## config.mk

```make
export PLATFORM = sky130hd
export DESIGN_NAME = rpsc_interlock_filter
export DESIGN_NICKNAME = d
export VERILOG_FILES = /design/src/rtl/rpsc_interlock_filter.sv
export SDC_FILE = /design/constraint.sdc
export NUM_CORES = 1
export LEC_CHECK = 0
export ABC_AREA = 1
export CAP_MARGIN = 20
export CORE_MARGIN = 8
export CORE_UTILIZATION = 65
export CTS_BUF_LIST = sky130_fd_sc_hd__clkbuf_16
export CTS_CLUSTER_SIZE = 30
export DETAILED_ROUTE_END_ITERATION = 8
export PLACE_DENSITY = 0.84
export SYNTH_ARGS = -nofsm -noshare
export SYNTH_HDL_FRONTEND = slang
export SYNTH_SLANG_ARGS = --single-unit
```

## constraint.sdc

```tcl
create_clock -name clk -period 4.15 [get_ports clk]
set_input_delay 0.6225 -clock clk [delete_from_list [all_inputs] [get_ports clk]]
set_output_delay 0.6225 -clock clk [all_outputs]
set_load 0.02 [all_outputs]
```

## src/rtl/rpsc_interlock_filter.sv

```systemverilog
// Interlock input conditioning: 2-flop sync, per-channel debounce, OK/TRIP/HOLD alarm FSM.
// Optional first-fault capture register is built only when RPSC_FIRST_FAULT_EN is defined.
module rpsc_interlock_filter #(
  parameter int          N_CH     = 8,
  parameter logic [15:0] DEB_CNT  = 16'd7813,
  parameter logic [15:0] HOLD_CYC = 16'd781
) (
  input  logic            clk,
  input  logic            reset,
  input  logic [N_CH-1:0] raw_in,
  input  logic            ack,
  output logic [N_CH-1:0] filt_out,
  output logic [N_CH-1:0] fault_latched,
  output logic [N_CH-1:0] first_fault,
  output logic            not_alarm,
  output logic            trip_pulse
);

  typedef enum logic [1:0] {ST_OK, ST_TRIP, ST_HOLD} state_t;

  localparam logic [15:0] DEB_LAST  = DEB_CNT - 16'd1;
  localparam logic [15:0] HOLD_LAST = HOLD_CYC - 16'd1;

  logic [N_CH-1:0] sync1_q, sync2_q;
  logic [N_CH-1:0] filt_q, filt_d;
  logic [15:0]     cnt_q [N_CH];
  logic [15:0]     cnt_d [N_CH];
  state_t          state_q, state_d;
  logic [15:0]     hold_q, hold_d;
  logic [N_CH-1:0] latch_q, latch_d;
  logic            not_alarm_q, trip_pulse_q;
  logic            trip_entry;

  // Synchronizer stage
  always_ff @(posedge clk) begin
    if (!reset) begin
      sync1_q <= '0;
      sync2_q <= '0;
    end else begin
      sync1_q <= raw_in;
      sync2_q <= sync1_q;
    end
  end

  // Debounce stage: filtered level flips only after DEB_CNT consecutive mismatching clocks
  always_comb begin
    filt_d = filt_q;
    for (int i = 0; i < N_CH; i++) begin
      cnt_d[i] = '0;
      if (sync2_q[i] != filt_q[i]) begin
        if (cnt_q[i] == DEB_LAST) filt_d[i] = sync2_q[i];
        else                      cnt_d[i] = cnt_q[i] + 16'd1;
      end
    end
  end

  always_ff @(posedge clk) begin
    if (!reset) begin
      filt_q <= '0;
      for (int i = 0; i < N_CH; i++) cnt_q[i] <= '0;
    end else begin
      filt_q <= filt_d;
      for (int i = 0; i < N_CH; i++) cnt_q[i] <= cnt_d[i];
    end
  end

  // Alarm FSM next-state
  always_comb begin
    state_d = state_q;
    hold_d  = hold_q;
    case (state_q)
      ST_OK: begin
        if (|filt_q) state_d = ST_TRIP;
      end
      ST_TRIP: begin
        if (ack && (filt_q == '0)) begin
          state_d = ST_HOLD;
          hold_d  = '0;
        end
      end
      ST_HOLD: begin
        if (|filt_q)                  state_d = ST_TRIP;
        else if (hold_q == HOLD_LAST) state_d = ST_OK;
        else                          hold_d  = hold_q + 16'd1;
      end
      default: state_d = ST_OK;
    endcase
  end

  assign trip_entry = (state_d == ST_TRIP) && (state_q != ST_TRIP);

  always_comb begin
    latch_d = latch_q;
    if ((state_q == ST_HOLD) && (state_d == ST_OK))
      latch_d = '0;
    else if ((state_q == ST_TRIP) || (state_d == ST_TRIP))
      latch_d = latch_q | filt_q;
  end

  // Output register stage: flags reflect the state being entered this clock
  always_ff @(posedge clk) begin
    if (!reset) begin
      state_q      <= ST_OK;
      hold_q       <= '0;
      latch_q      <= '0;
      not_alarm_q  <= 1'b1;
      trip_pulse_q <= 1'b0;
    end else begin
      state_q      <= state_d;
      hold_q       <= hold_d;
      latch_q      <= latch_d;
      not_alarm_q  <= (state_d == ST_OK);
      trip_pulse_q <= trip_entry;
    end
  end

`ifdef RPSC_FIRST_FAULT_EN
  logic [N_CH-1:0] first_q;

  always_ff @(posedge clk) begin
    if (!reset)          first_q <= '0;
    else if (trip_entry) first_q <= filt_q;
  end

  assign first_fault = first_q;
`else
  assign first_fault = '0;
`endif

  assign filt_out      = filt_q;
  assign fault_latched = latch_q;
  assign not_alarm     = not_alarm_q;
  assign trip_pulse    = trip_pulse_q;

endmodule

```

Run 1, clock network drawn from the DEF:
Scale bar: 50 um.
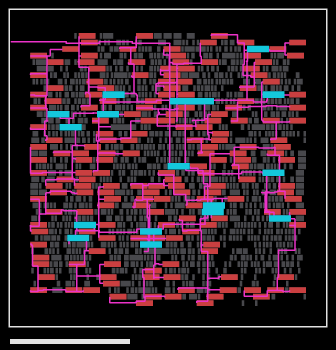
- cyan: cells driving clock nets (count 17)
- magenta: clock wires (length 1,940 um)
- red: flip-flops (count 180)
- routed clock nets: 18
Setup Skew: 0.00746 ns
Worst-Skew Late Latency: 0.42 ns
reported clock group power: 1.54 mW

Run 1, clock wiring as the flow saved it:
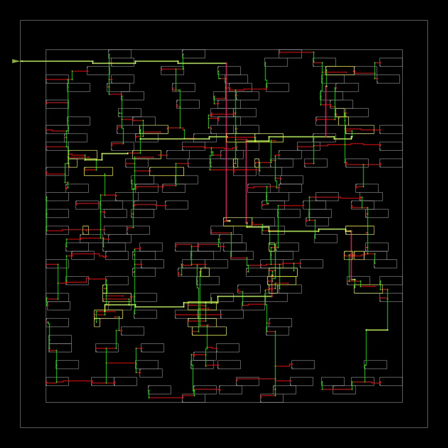
Seq cells: 180
Inserted Clock Buffers: 17

==> job_summary.md, run 1 <==
### Yosys + OpenROAD results

| Metric | Value |
|---|---|
| Outcome | finished clean |
| WP data arrival | 2.74 ns |
| Tool warnings | 35 |
| Area delta synth->final | 10.9% |
| Synth top cells by count | nand2_1 (293), nor2_1 (181), dfxtp_1 (180) |
| Synth area leader | dfxtp_1 |
| Layout Nets | 1,328 |
| Synth async-reset ratio | 0% |
| Die Y | 132 um |
| Hold-fix buffers, CTS | 0 |
| Sequential-to-total area share from yosys stat | 41.3% |
| Placed inst area | 9120 um^2 |
| Largest fanout on the critical path | 17 |
| Max cap viols | 0 |
| Most common reg cell | dfxtp_1 |
| Synth warn | 0 |
| Required time worst endpoint | 4.49 ns |
| CTS clk-pin slew, worst paths | 0.06 ns |
| VDD IR max | 0.000313 V |
| MI comb area | 4300 um^2 |
| Measured slew at the worst slew-check pin | 0.734 ns |
| Worst-case clock buffer depth | 2 |
| Count leader, synth | nand2_1 |
Run 1, placement by cell class:
Fill, decap, tap and diode cells in grey.
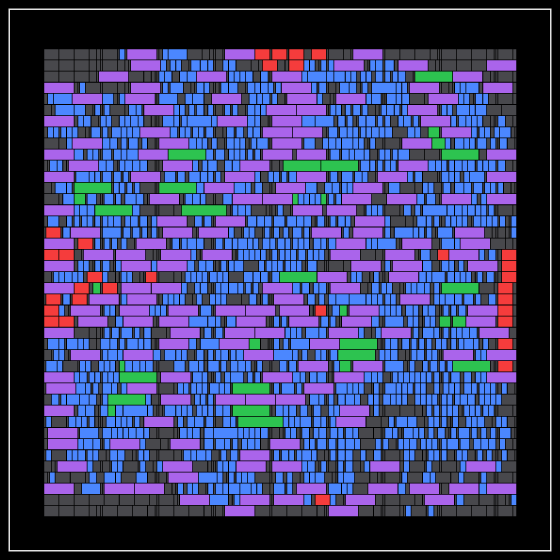
- red: other buffers and delay cells (cells 31; share of their area 3.2%)
- blue: all other logic (cells 1,069; share of their area 53%)
- purple: flip-flops (cells 180; share of their area 38%)
- green: clock drivers and dummy loads (cells 32; share of their area 6.0%)
final core utilization: 73.4%
core area: 13,200 um^2

==> run 1: cells in the final DEF, fill, tap and decap left out, types with 5 or more instances in the layout <==
cell type and count:
clkinvlp_4 5, inv_1 180, nor4_1 12, nor3b_1 26
dfxtp_1 180, nor3_4 5, or2_2 5, clkbuf_16 17
nand4_1 50, nand3_1 74, nor2_1 181, a21oi_1 98
nor3_1 47, nand3b_1 6, nand2_1 293, o211ai_1 9
xor2_1 11, conb_1 8, o21ai_0 26, ha_1 18
clkdlybuf4s50_1 28
==> run 1: area by class of cell <==
| cell class | count | area share (%) |
|---|---|---|
| multi-input combinational | 886 | 44.4 |
| sequential | 180 | 37.2 |
| inverter | 183 | 7.09 |
| clock buffer | 17 | 4.39 |
| timing repair buffer | 31 | 3.13 |
| tap | 176 | 2.27 |
| clock inverter | 15 | 1.46 |
==> run 1: cell families (layout without fill, tap and decap cells) <==
family,Yosys count,in the layout,synth area share (%)
fa+ha+maj,18,18,2.58
flops,180,180,41.3
xor+xnor,12,12,1.20
buf+inv,208,246,9.72
simple gates,707,707,36.6
compound gates,141,141,8.57
other cells,1,8,0.0430
==> run 1: registers in the layout, indices dropped and copies added (netlist names) <==
name	count
fault_latched	8
cnt_q	128
sync2_q	8
sync1_q	8
not_alarm	1
trip_pulse	1
hold_q	16
filt_out	8
state_q	2
==> run 1: power by group <==
| part | switching (mW) | internal [mW] | leakage [nW] |
|---|---|---|---|
| Sequential | 0.00536 | 1.74 | 1.45 |
| Clock | 0.662 | 0.878 | 0.267 |
| Combinational | 0.0388 | 0.0197 | 1.74 |
| Total | 0.706 | 2.63 | 3.46 |
==> run 1: worst min-delay path, cell delays in order (launching register included) <==
cell,delay [ns]
dfxtp_1,0.30
nand2_1,0.04
inv_1,0.04
==> run 1: worst paths after layout <==
path / from / to / slack [ns] / cells after the start
worst min-delay path: sync1_q[0] / sync2_q[0] / 0.41 / 2
worst max-delay path: reset / cnt_q[0][28] / 1.75 / 5
worst max register to register: filt_out[1] / hold_q[7] / 2.12 / 9
worst min register to register: sync1_q[0] / sync2_q[0] / 0.41 / 2
==> run 1: stage by stage <==
step           cells  setup WS [ns]  utilization (%)
6_report        1488           1.75             73.4
5_1_grt         1488           1.61             73.4
4_1_cts         1488           1.76             73.4
3_5_place_dp    1456           1.40             69.1
3_3_place_gp    1456           1.46             69.1
2_1_floorplan   1274           2.72                -
==> run 1: layer usage <==
| metal | global-route usage [%] | share of wire (%) | vias up |
|---|---|---|---|
| li1 | - | - | 4160 |
| met1 | 24.6 | 45 | 3630 |
| met2 | 37.5 | 49 | 185 |
| met3 | 5.22 | 4.8 | 31 |
| met4 | 7.47 | 1.5 | 0 |
| met5 | 0 | 0 | - |
Run 1, where the registers sit:
Scale bar: 50 um.
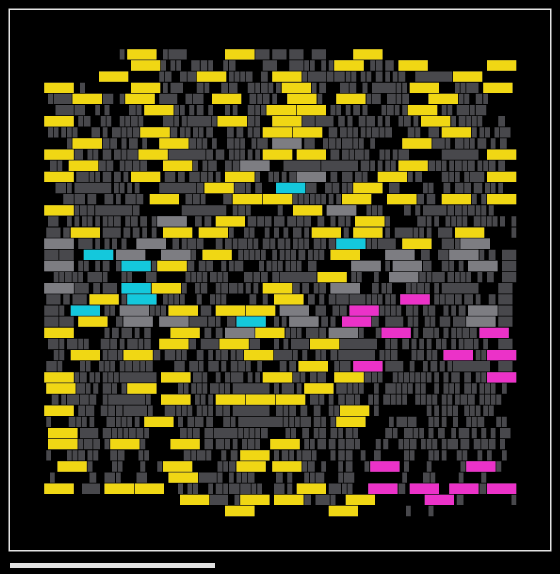

==> run 1 -> run 2 <==
--- a/config.mk
+++ b/config.mk
@@ -8,11 +8,11 @@
 export ABC_AREA = 1
 export CAP_MARGIN = 20
 export CORE_MARGIN = 8
-export CORE_UTILIZATION = 65
+export CORE_UTILIZATION = 55
 export CTS_BUF_LIST = sky130_fd_sc_hd__clkbuf_16
 export CTS_CLUSTER_SIZE = 30
 export DETAILED_ROUTE_END_ITERATION = 8
-export PLACE_DENSITY = 0.84
+export PLACE_DENSITY = 0.75
 export SYNTH_ARGS = -nofsm -noshare
 export SYNTH_HDL_FRONTEND = slang
 export SYNTH_SLANG_ARGS = --single-unit
==> constraint.sdc (replaced) <==
create_clock -name clk -period 2.15 [get_ports clk]
set_input_delay 0.3225 -clock clk [delete_from_list [all_inputs] [get_ports clk]]
set_output_delay 0.3225 -clock clk [all_outputs]
set_load 0.02 [all_outputs]
Run 2, where the registers sit:
Scale bar: 50 um.
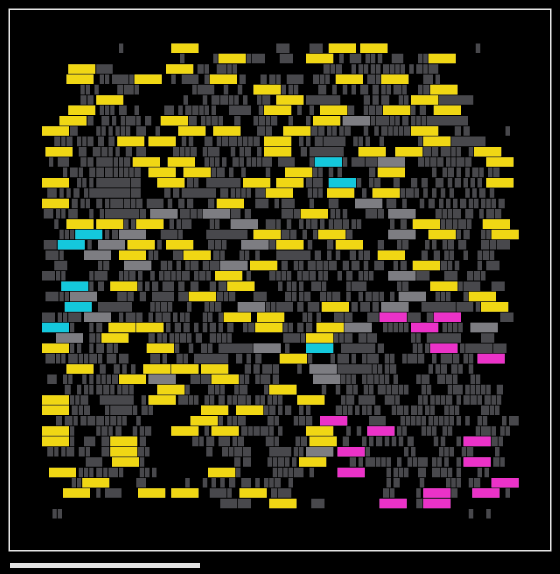
- magenta: `hold_q` (flops 16; where lower right)
- cyan: `sync1_q` (flops 8)
- yellow: `cnt_q` (flops 128; where all over the die)

Run 2, clock wiring as the flow saved it:
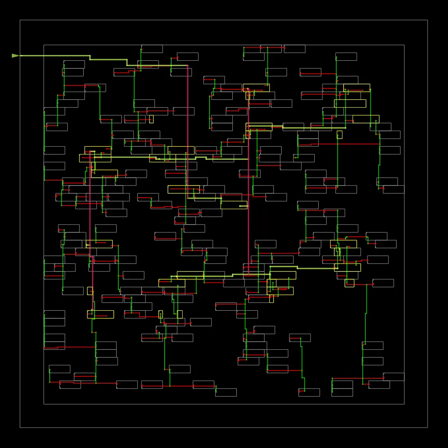
clock buffers: 17
clk sinks: 180
reported clock group power: 3.04 mW

==> job_summary.md, run 2 <==
### Yosys + OpenROAD results

| Metric | Value |
|---|---|
| Outcome | finished clean (unchanged) |
| CTS clk-pin slew, worst paths | 0.06 ns (about the same) |
| Synth area leader | dfxtp_1 (unchanged) |
| Tool warnings | 35 (unchanged) |
| Synth warn | 0 (unchanged) |
| Crit Reg-Reg Endpoint | hold_q[9] (was hold_q[7]) |
| Most numerous logic cell after layout | nand2_1 (unchanged) |
| Largest register by flop count | cnt_q (unchanged) |
| Die Y | 142 um (was 132 um) |
| Worst Hold End | sync2_q[5] (was sync2_q[0]) |
| Worst hold path startpoint | sync1_q[5] (was sync1_q[0]) |
| Layout Nets | 1,334 (was 1,328) |
| Count leader, synth | nand2_1 (unchanged) |
| Synth top cells by count | nand2_1 (293), nor2_1 (181), dfxtp_1 (180) (unchanged) |
| Max cap viols | 0 (unchanged) |
| Largest fanout on the critical path | 6 (was 17) |
| R2R Setup Slk | 0.34 ns (was 2.12 ns) |
| Worst-case clock buffer depth | 2 (unchanged) |
| Sequential-to-total area share from yosys stat | 41.3% (unchanged) |
| Core area | 15,700 um^2 (was 13,200 um^2) |
| VDD IR max | 0.000573 V (was 0.000313 V) |
| Most common reg cell | dfxtp_1 (unchanged) |
| Top Layout Cells | nand2_1 (293), inv_1 (184), nor2_1 (181), dfxtp_1 (180), a21oi_1 (98) (was nand2_1 (293), nor2_1 (181), inv_1 (180), dfxtp_1 (180), a21oi_1 (98)) |
Run 2, signal wires by layer:
Scale bar: 50 um. Only two layers are drawn.
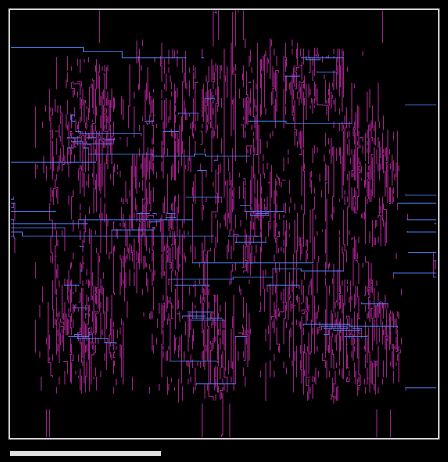
- blue: met3 (wire length 929 um)
- magenta: met2 (wire length 8,490 um)

## run 2: cell counts after synthesis
No cell type changed its count.
## run 2: worst max path at each step
stage	slack (ns)	end	cells past startpoint	startpoint
2_1_floorplan	0.75	cnt_q[0][60]	7	cnt_q[0][48]
3_3_place_gp	0.13	cnt_q[0][39]	7	reset
3_5_place_dp	0.09	cnt_q[0][55]	6	reset
4_1_cts	0.21	filt_out[4]	1	filt_out[4]
5_1_grt	0.13	hold_q[8]	10	filt_out[1]
6_report	0.25	filt_out[4]	1	filt_out[4]
## run 2: cell families after synthesis
family / Yosys count / synth area share, %
buffers and inverters: 208 / 9.72
adders and majority gates: 18 / 2.58
other: 1 / 0.0430
xor gates and xnor gates: 12 / 1.20
AOI/OAI and AO/OA: 141 / 8.57
and+or+nand+nor: 707 / 36.6
DFF: 180 / 41.3
## run 2: layer usage
metal	GRT usage (%)	share of wire [%]
met3	4.03	5.1
met2	31.3	47
met5	0	0
met4	6.50	1.7
met1	23.3	46
## run 2: stage by stage
stage                     util [%]  instance area, um^2  hold WS [ns]
final                         62.4                 9800         0.411
after global routing          62.4                 9800         0.435
after CTS                     62.4                 9800         0.409
after detailed placement      58.7                 9220         0.401
after global placement        58.7                 9220         0.392
after floorplan                  -                 8750         0.390
## run 2: worst register-to-register path, delay by kind of cell, from the launching register on
family | cells | cell delay (ns)
buffers and inverters | 1 | 0.20
and+or+nand+nor | 9 | 1.21
DFF | 1 | 0.36
## run 2: area by class of cell
| class | instances | share of cell area, % |
|---|---|---|
| clock inverter | 15 | 1.53 |
| clock buffer | 17 | 4.34 |
| sequential | 180 | 36.8 |
| multi-input combinational | 886 | 43.9 |
| inverter | 183 | 7.01 |
| timing repair buffer | 37 | 3.68 |
| tap | 216 | 2.76 |
## run 2: where the power goes
| part | switching [mW] | internal, mW | total, mW |
|---|---|---|---|
| clock | 1.24 | 1.80 | 3.04 |
| combinational | 0.0734 | 0.0408 | 0.114 |
| sequential | 0.0107 | 3.35 | 3.36 |
| total | 1.33 | 5.19 | 6.52 |
Run 2, placement by cell class:
Fill, decap, tap and diode cells in grey.
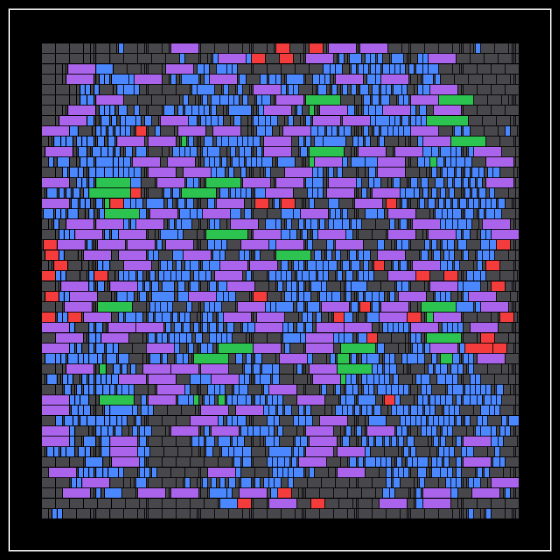

==> run 2 -> run 3 <==
--- a/config.mk
+++ b/config.mk
@@ -7,7 +7,7 @@
 export LEC_CHECK = 0
 export ABC_AREA = 1
 export CAP_MARGIN = 20
-export CORE_MARGIN = 8
+export CORE_MARGIN = 2
 export CORE_UTILIZATION = 55
 export CTS_BUF_LIST = sky130_fd_sc_hd__clkbuf_16
 export CTS_CLUSTER_SIZE = 30
Run 3, placement by cell class:
Fill, decap, tap and diode cells in grey.
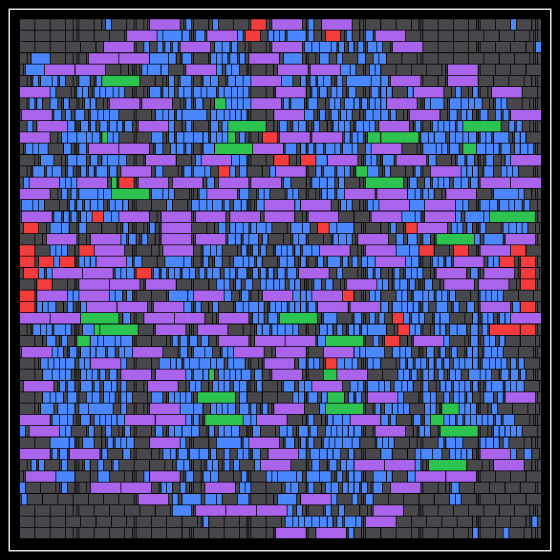
- purple: flip-flops (cells 180; share of their area 38%)
- blue: all other logic (cells 1,069; share of their area 52%)
- green: clock drivers and dummy loads (cells 32; share of their area 5.9%)
- red: other buffers and delay cells (cells 37; share of their area 3.8%)
fraction of area in registers: 36.8%
final core utilization: 62.2%
number of cell rows: 46
Final Cell Area: 9780 um^2

Run 3, signal wires by layer:
Scale bar: 50 um. Only two layers are drawn.
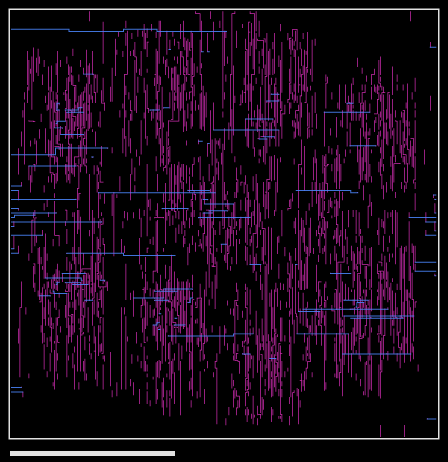
- blue: met3 (wire length 714 um)
- magenta: met2 (wire length 8,510 um)
final WL: 18.1 mm
total number of vias: 7,915
drt wl/cell: 11.8 um

==> job_summary.md, run 3 <==
### Yosys + OpenROAD results

| Metric | Value |
|---|---|
| CTS clk-pin slew, worst paths | 0.06 ns (about the same) |
| Inserted Clock Buffers | 17 (unchanged) |
| Regs by FF count | cnt_q x128, hold_q x16 (unchanged) |
| Worst-case clock buffer depth | 2 (unchanged) |
| Max cap viols | 0 (unchanged) |
| Outcome | finished clean (unchanged) |
| Switching Power | 1.44 mW (was 1.33 mW) |
| Synth warn | 0 (unchanged) |
| R2R Path Start | filt_out[0] (was filt_out[1]) |
| Worst-Skew Late Latency | 0.44 ns (was 0.42 ns) |
| Max reg flops | 128 (unchanged) |
| Clk sinks | 180 (unchanged) |
| WL met1 | 8.67 mm (was 8.41 mm) |
| Worst setup startpoint | filt_out[0] (was filt_out[4]) |
| Largest fanout on the critical path | 14 (was 6) |
| Met3 WL | 713 um (was 929 um) |
| Tool warnings | 35 (unchanged) |
| Top Layout Cells | nand2_1 (293), inv_1 (181), nor2_1 (181), dfxtp_1 (180), a21oi_1 (98) (was nand2_1 (293), inv_1 (184), nor2_1 (181), dfxtp_1 (180), a21oi_1 (98)) |
| Synth area leader | dfxtp_1 (unchanged) |
| Measured slew at the worst slew-check pin | 0.534 ns |
| Largest register by flop count | cnt_q (unchanged) |
| Setup Skew | 0.0157 ns (was 0.00591 ns) |
| Most numerous logic cell after layout | nand2_1 (unchanged) |
| Internal power | 5.00 mW (was 5.19 mW) |
| R2R Setup Slk | 0.21 ns (was 0.34 ns) |
| Layout Nets | 1,334 (unchanged) |
| Sequential-to-total area share from yosys stat | 41.3% (unchanged) |
| VDD IR max | 0.000654 V (was 0.000573 V) |
| Worst hold path startpoint | raw_in[0] (was sync1_q[5]) |
| Hold-fix buffers, CTS | 0 (unchanged) |
| Die Y | 130 um (was 142 um) |
| Most common reg cell | dfxtp_1 (unchanged) |
Run 3, clock network drawn from the DEF:
Scale bar: 50 um.
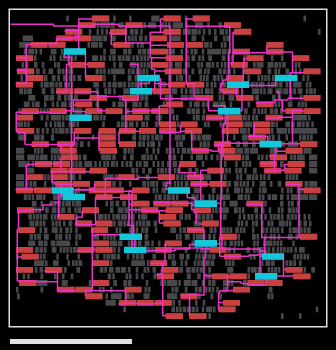
- cyan: cells driving clock nets (count 17)
- red: flip-flops (count 180)
- magenta: clock wires (length 2,170 um)
- flops lie: all over the die

-- run 3: final cells by class --
cell class | instances | area (um^2)
Clock buffer | 17 | 425
Clock inverter | 15 | 131
Fill cell | 1478 | 5930
Inverter | 183 | 687
Multi-Input combinational cell | 886 | 4300
Sequential cell | 180 | 3600
Tap cell | 216 | 270
Timing Repair Buffer | 37 | 360
-- run 3: cells by family after synthesis --
group | synth area share (%)
AND-OR/OR-AND | 8.57
buffers and inverters | 9.72
adder cells (fa/ha/maj) | 2.58
other | 0.0430
AND/OR/NAND/NOR | 36.6
XOR/XNOR | 1.20
flip-flops | 41.3
-- run 3: power groups by stage --
stage                     registers [mW]  logic, mW  clock network [mW]
final                               3.36      0.116                2.96
after global routing                3.36      0.131                3.16
after CTS                           3.36      0.117                3.03
after detailed placement            3.44      0.117                   0
after global placement              3.44      0.114                   0
after floorplan                     3.44     0.0833                   0
-- run 3: worst paths after layout --
check | cells after the start | to
max reg2reg | 8 | hold_q[14]
min | 3 | sync1_q[0]
min reg2reg | 2 | sync2_q[0]
max | 8 | hold_q[14]
-- run 3: stage by stage --
step                      hold slack (ns)  power [mW]  instance area [um^2]  worst slack (ns)  std cells
after CTS                           0.396        6.51                  9780             0.204       1534
after detailed placement            0.395        3.56                  9220            0.0919       1502
after floorplan                     0.390        3.52                  8750             0.748       1274
final                               0.409        6.44                  9780             0.207       1534
after global placement              0.392        3.55                  9220             0.145       1502
after global routing                0.419        6.65                  9780            0.0461       1534
-- run 3: worst max-delay path: cells and delay by family, from the launching register on --
| kind | cells | cell delay, ns |
|---|---|---|
| AND/OR/NAND/NOR | 6 | 1.18 |
| AND-OR/OR-AND | 2 | 0.24 |
| flip-flops | 1 | 0.37 |
-- run 3: per-layer routing --
layer  vias up  GRT usage (%)
li1       4174              -
met1      3567           28.6
met2       154           37.8
met3        20           5.00
met4         0           7.97
met5         -              0
Power figures rest on the tool's default switching activity, not on a simulated workload.
